Met1 routing:
Cells faint in the background.
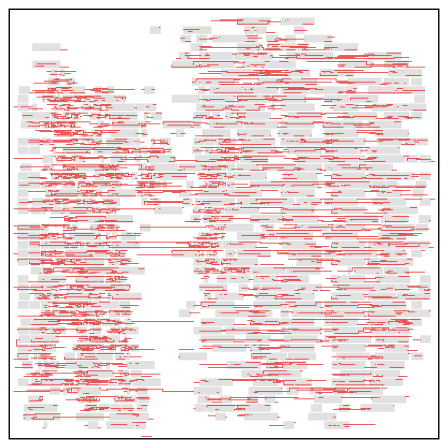
Metal 2:
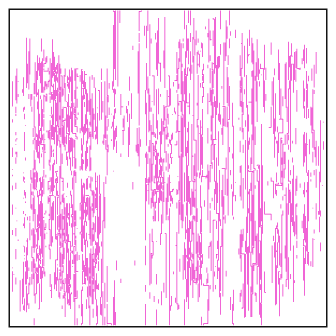
Met3 routing:
Cells faint in the background.
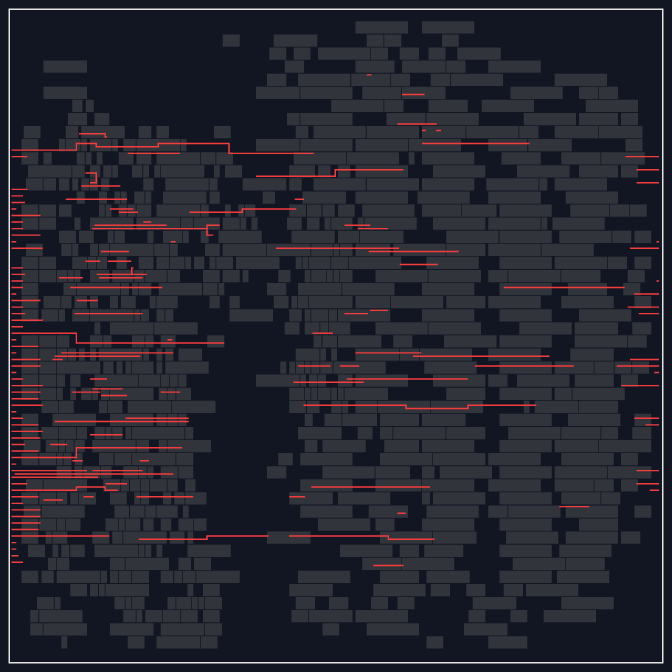
M4 wires:
The bar under the picture is 50 um long. Cells faint in the background.
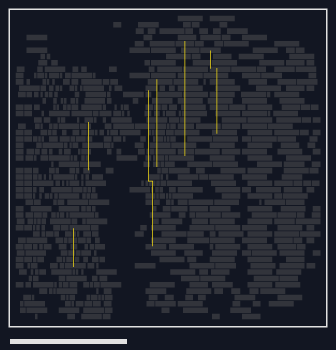
Routing congestion map:
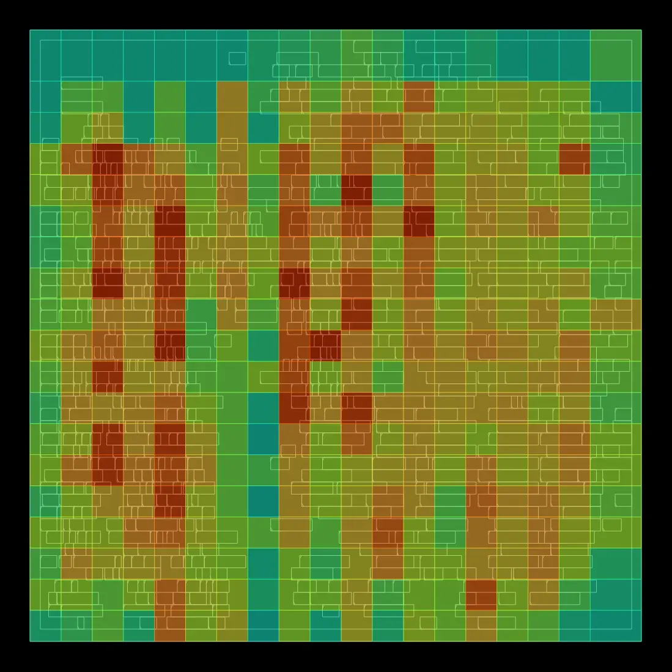
[config.mk]
export PLATFORM = sky130hd
export DESIGN_NAME = cart_burst_reader
export DESIGN_NICKNAME = d
export VERILOG_FILES = /design/src/rtl/cart_burst_reader.sv
export SDC_FILE = /design/constraint.sdc
export NUM_CORES = 1
export LEC_CHECK = 0
export CORE_MARGIN = 2
export CORE_UTILIZATION = 50
export CTS_BUF_LIST = sky130_fd_sc_hd__clkbuf_8 sky130_fd_sc_hd__clkbuf_16
export DETAILED_ROUTE_END_ITERATION = 12
export PLACE_DENSITY = 0.8
export SLEW_MARGIN = 20
export SYNTH_ARGS = -nofsm -noshare
export SYNTH_HDL_FRONTEND = slang
export SYNTH_SLANG_ARGS = --single-unit
[constraint.sdc]
create_clock -name i_clk -period 3.2 [get_ports i_clk]
set_input_delay 0.32 -clock i_clk [delete_from_list [all_inputs] [get_ports i_clk]]
set_output_delay 0.32 -clock i_clk [all_outputs]
set_load 0.02 [all_outputs]
[src/rtl/cart_burst_reader.sv]
// Autonomous GBA ROM burst reader: one command sequences CS/RD/AD and streams words through a FIFO.
// Optional ABORT input enabled by defining CART_READER_ABORT_EN.
module cart_burst_reader #(
  parameter int ADDR_W     = 24,
  parameter int LEN_W      = 16,
  parameter int RD_WAIT    = 2,
  parameter int FIFO_DEPTH = 8
) (
  input  logic               i_clk,
  input  logic               i_reset_n,
  input  logic               i_cmd_valid,
  output logic               o_cmd_ready,
  input  logic [ADDR_W-1:0]  i_cmd_addr,
  input  logic [LEN_W-1:0]   i_cmd_len,
  output logic               o_data_valid,
  input  logic               i_data_ready,
  output logic [15:0]        o_data,
  output logic               o_busy,
  output logic               o_cs,
  output logic               o_rd,
  output logic               o_wr,
  output logic               o_ad_oe,
  output logic [15:0]        o_ad_out,
  input  logic [15:0]        i_ad_in,
`ifdef CART_READER_ABORT_EN
  input  logic               i_abort,
`endif
  output logic [ADDR_W-17:0] o_a_hi
);

  localparam int WAIT_W = (RD_WAIT > 1) ? $clog2(RD_WAIT) : 1;
  localparam logic [WAIT_W-1:0] WAIT_LAST = WAIT_W'(RD_WAIT - 1);
  localparam int PTR_W = $clog2(FIFO_DEPTH);
  localparam logic [PTR_W:0] CNT_FULL = (PTR_W + 1)'(FIFO_DEPTH);

  typedef enum logic [2:0] {
    S_IDLE, S_SETUP, S_LATCH, S_TURN, S_RD_LOW, S_SAMPLE, S_GAP, S_DONE
  } state_t;

  state_t              r_state;
  state_t              w_next;
  logic [ADDR_W-1:0]   r_addr;
  logic [LEN_W-1:0]    r_len;
  logic [WAIT_W-1:0]   r_wait;
  logic [15:0]         r_capture;

  logic [15:0]         r_mem [FIFO_DEPTH];
  logic [PTR_W-1:0]    r_wrPtr;
  logic [PTR_W-1:0]    r_rdPtr;
  logic [PTR_W:0]      r_count;

  logic                w_abort;
  logic                w_flush;
  logic                w_full;
  logic                w_push;
  logic                w_pop;

`ifdef CART_READER_ABORT_EN
  assign w_abort = i_abort;
`else
  assign w_abort = 1'b0;
`endif

  assign w_flush = w_abort && (r_state != S_IDLE);
  assign w_full  = (r_count == CNT_FULL);
  assign w_pop   = o_data_valid && i_data_ready;
  assign w_push  = (r_state == S_SAMPLE) && (!w_full || w_pop);

  // Pins decode straight from the state so an async reset returns them at once.
  assign o_cmd_ready  = (r_state == S_IDLE);
  assign o_busy       = r_state inside {S_SETUP, S_LATCH, S_TURN, S_RD_LOW, S_SAMPLE, S_GAP};
  assign o_cs         = !(r_state inside {S_LATCH, S_TURN, S_RD_LOW, S_SAMPLE, S_GAP});
  assign o_rd         = (r_state != S_RD_LOW);
  assign o_wr         = 1'b1;
  assign o_ad_oe      = (r_state == S_SETUP) || (r_state == S_LATCH);
  assign o_ad_out     = r_addr[15:0];
  assign o_a_hi       = r_addr[ADDR_W-1:16];
  assign o_data_valid = (r_count != '0);
  assign o_data       = r_mem[r_rdPtr];

  always_comb begin
    w_next = r_state;
    case (r_state)
      S_IDLE:   if (i_cmd_valid) w_next = (i_cmd_len == '0) ? S_DONE : S_SETUP;
      S_SETUP:  w_next = S_LATCH;
      S_LATCH:  w_next = S_TURN;
      S_TURN:   w_next = S_RD_LOW;
      S_RD_LOW: if (r_wait == WAIT_LAST) w_next = S_SAMPLE;
      S_SAMPLE: w_next = S_GAP;
      // The cartridge only counts the low 16 bits, so a page wrap needs a fresh latch.
      S_GAP: begin
        if (r_len == '0)                w_next = S_DONE;
        else if (w_full)                w_next = S_GAP;
        else if (r_addr[15:0] == 16'h0) w_next = S_SETUP;
        else                            w_next = S_RD_LOW;
      end
      S_DONE:   w_next = S_IDLE;
      default:  w_next = S_IDLE;
    endcase
    if (w_flush) w_next = S_IDLE;
  end

  always_ff @(posedge i_clk or negedge i_reset_n) begin
    if (!i_reset_n) begin
      r_state   <= S_IDLE;
      r_addr    <= '0;
      r_len     <= '0;
      r_wait    <= '0;
      r_capture <= '0;
    end else begin
      r_state <= w_next;
      if (r_state == S_IDLE && i_cmd_valid) begin
        r_addr <= i_cmd_addr;
        r_len  <= i_cmd_len;
      end
      if (r_state == S_RD_LOW) begin
        r_wait <= r_wait + 1'b1;
        if (r_wait == WAIT_LAST) begin
          r_wait    <= '0;
          r_capture <= i_ad_in;
        end
      end else begin
        r_wait <= '0;
      end
      if (r_state == S_SAMPLE) begin
        r_addr <= r_addr + 1'b1;
        r_len  <= r_len - 1'b1;
      end
    end
  end

  always_ff @(posedge i_clk or negedge i_reset_n) begin
    if (!i_reset_n) begin
      r_wrPtr <= '0;
      r_rdPtr <= '0;
      r_count <= '0;
    end else if (w_flush) begin
      r_wrPtr <= '0;
      r_rdPtr <= '0;
      r_count <= '0;
    end else begin
      if (w_push) r_wrPtr <= r_wrPtr + 1'b1;
      if (w_pop)  r_rdPtr <= r_rdPtr + 1'b1;
      case ({w_push, w_pop})
        2'b10:   r_count <= r_count + 1'b1;
        2'b01:   r_count <= r_count - 1'b1;
        default: r_count <= r_count;
      endcase
    end
  end

  always_ff @(posedge i_clk) begin
    if (w_push) r_mem[r_wrPtr] <= r_capture;
  end

endmodule

==> flow_summary.yaml <==
# yosys + openroad results
timing:
  setup_violations: 0
  holdWs_ns: 0.009662
  finalCritPeriodShare_pct: 90.91
  fmax_mhz: 343.8
  relSlewSlack_pct: 39.81
  setup_ws_ns: 0.2910
  tightest_slew_ns: 0.9028
  fin_setup_tns_ns: 0
  hold_viol_final: 0
  finalMaxSlewViolations: 0
  rsz0062_at_grt: "no"
routing:
  drt_iter0_drc: 317
  drc: 0
  via_count: 5681
  finalWirelength_um: 19640
  via_per_inst: 6.031
  first_pass_iters: 4
  final_antenna_net_count: 0
cells_and_area:
  finish.utilization_pct: 62.43
  nFillCells: 1224
  largestRegisters: "r_mem x128, r_addr x24"
  layout.cells.non_filler: 942
  largest_reg_flops: 128
  drive_above_1_share_pct: 18.97
  lay_top_count: "edfxtp_1"
  fin_area_sq_um: 10690
  final_cell_mix: "edfxtp_1 (128), clkdlybuf4s50_1 (104), dfrtp_1 (69)"
  area_delta_synth_final_pct: 23.51
  antenna_cells: 0
  fin_nets: 771
  top_register: "r_mem"
clock_tree:
  cts_tree: "yes"
  h-tree-depth: 4
  cts-hold-fix-buffers: 0
  cts.clk_slew.worst_paths_ns: 0.07
  cts_sinks: 198
  cts_resized: 0
  clock.latency.late_pin_ns: 0.43
  cts_buffers: 17
  cts_buffer_depth: 2
  post_cts_buffers: 0
  root_buffer: "clkbuf_16"
synthesis:
  ys_seq_share_pct: 64.67
  yosysWarnings: 0
  common_cells: "edfxtp_1 (128), dfrtp_1 (70), nand2_1 (42)"
  ys_cells: 593
  logic_family: "multiplexers"
  synthArstFlopShare_pct: 35.35
  most_common_cell: "edfxtp_1"
  ys_sh_simple_pct: 11.70
  postSynthAreaPerCell_sq_um: 14.59
  netlist_instances: 593
  top_area_cell: "edfxtp_1"
  edf_count: 128
  netlist_area_sq_um: 8652
  ys_ff: 198
  ys_chip_area_sq_um: 8652
  ys_sh_aoi_pct: 6.826
  syn-num-nets: 660
  area_leaders: "edfxtp_1 (44%), dfrtp_1 (20%), mux4_2 (8.3%)"
  flop_cell: "edfxtp_1"
  mux_share_pct: 12.84
  ys_sh_adder_pct: 1.012
  synth_top_area_share_pct: 44.43
  yosysUniqueCellTypes: 61
  ys_sh_xor_pct: 0.9111
pwr:
  leakagePower_nw: 3.758
  power_density_nw_per_um2: 957.0
  finalPower_mw: 10.23
  irDropWorstVdd_mv: 0.5091
floorplan:
  core_area_sq_um: 17120
  fp.dieW_um: 135.5
  row_count: 48
  fp.dieH_um: 135.5
  ios: 107
critical_path:
  reg2reg_to: "r_addr[15]"
  cpPeakStageDelay_ns: 0.55
  rrSetupSlack_ns: 0.81
  path_class: "reg -> out"
  cp.buffers_inverters: 2
  cp.arrival_ns: 2.59
  worstPathMaxFanout: 30
  required_ns: 2.88
  cp-start-kind: "flip-flop"
  slowest_stage: "mux4_2"
  cp-endpoint: "o_data[8]"
  critical_path.cell_chain: "buf_12, mux4_2, mux2_2, clkdlybuf4s50_1"
  reg2regPathDepth: 5
  end_kind: "output pin"
  cp_num_cells: 4
  path_delay_family: "multiplexers"
  timing.rr.start: "r_state[2]"
flow_run:
  drv_cap: 0
  warnings: 28
placed_design:
  dp_hpwl_um: 12670
  gp_congestion: 0.8131
  dp.cells: 910
  place_area_sq_um: 10110
  dp_slack_ns: 0.6911
  numPortBuffers: 105
worst_hold_path:
  hp-class: "in -> async"
global_routing:
  grt_max_degree: 41
  grt-ovfl-total: 0
  grt_antenna_before_repair: 0
  grt_pass1_vias: 5706
  grt_pass1_wl_um: 31650
outcome:
  outcome: "completed"
-- 'met1 routing' (at the start) --
The longest straight run is 44.6 um. The layer carries 7880 um of wire.

-- 'metal 2' (at the start) --
The layer holds 52% of the routed length. The wires run mostly vertical.

-- 'met3 routing' (at the start) --
The layer carries 1280 um of wire. The layer holds 6.5% of the routed length. The wires run mostly horizontal. 127 nets have wire on it. The longest straight run is 32.7 um.

-- 'M4 wires' (at the start) --
The wires run mostly vertical. 5 nets have wire on it. The layer holds 1.2% of the routed length. The longest straight run is 49.0 um.

-- 'routing congestion map' (at the start) --
WL/cell: 20.85 um
All-Layer GR Usage: 22.83%

-- layer usage --
metal | vias up | part of all wire [%] | GRT usage [%]
met1 | 2885 | 40 | 28.95
met5 | - | 0 | 0
met3 | 17 | 6.5 | 5.612
met2 | 218 | 52 | 39.90
li1 | 2561 | - | -
met4 | 0 | 1.2 | 5.208
-- layout make-up --
cell class / count / area, sq um / share of cell area (%)
flip-flops and latches: 198 / 5597 / 52.37
well taps: 225 / 281.5 / 2.634
multi-input cells: 354 / 2928 / 27.40
clock buffers: 17 / 425.4 / 3.981
repair buffers: 125 / 1271 / 11.90
inverters: 8 / 30.03 / 0.2810
clock inverters: 15 / 153.9 / 1.440
-- report_power, final --
group	internal, mW	switching, mW
combinational	1.88	1.80
clock	1.16	0.953
sequential	3.58	0.851
Power figures rest on the tool's default switching activity, not on a simulated workload.
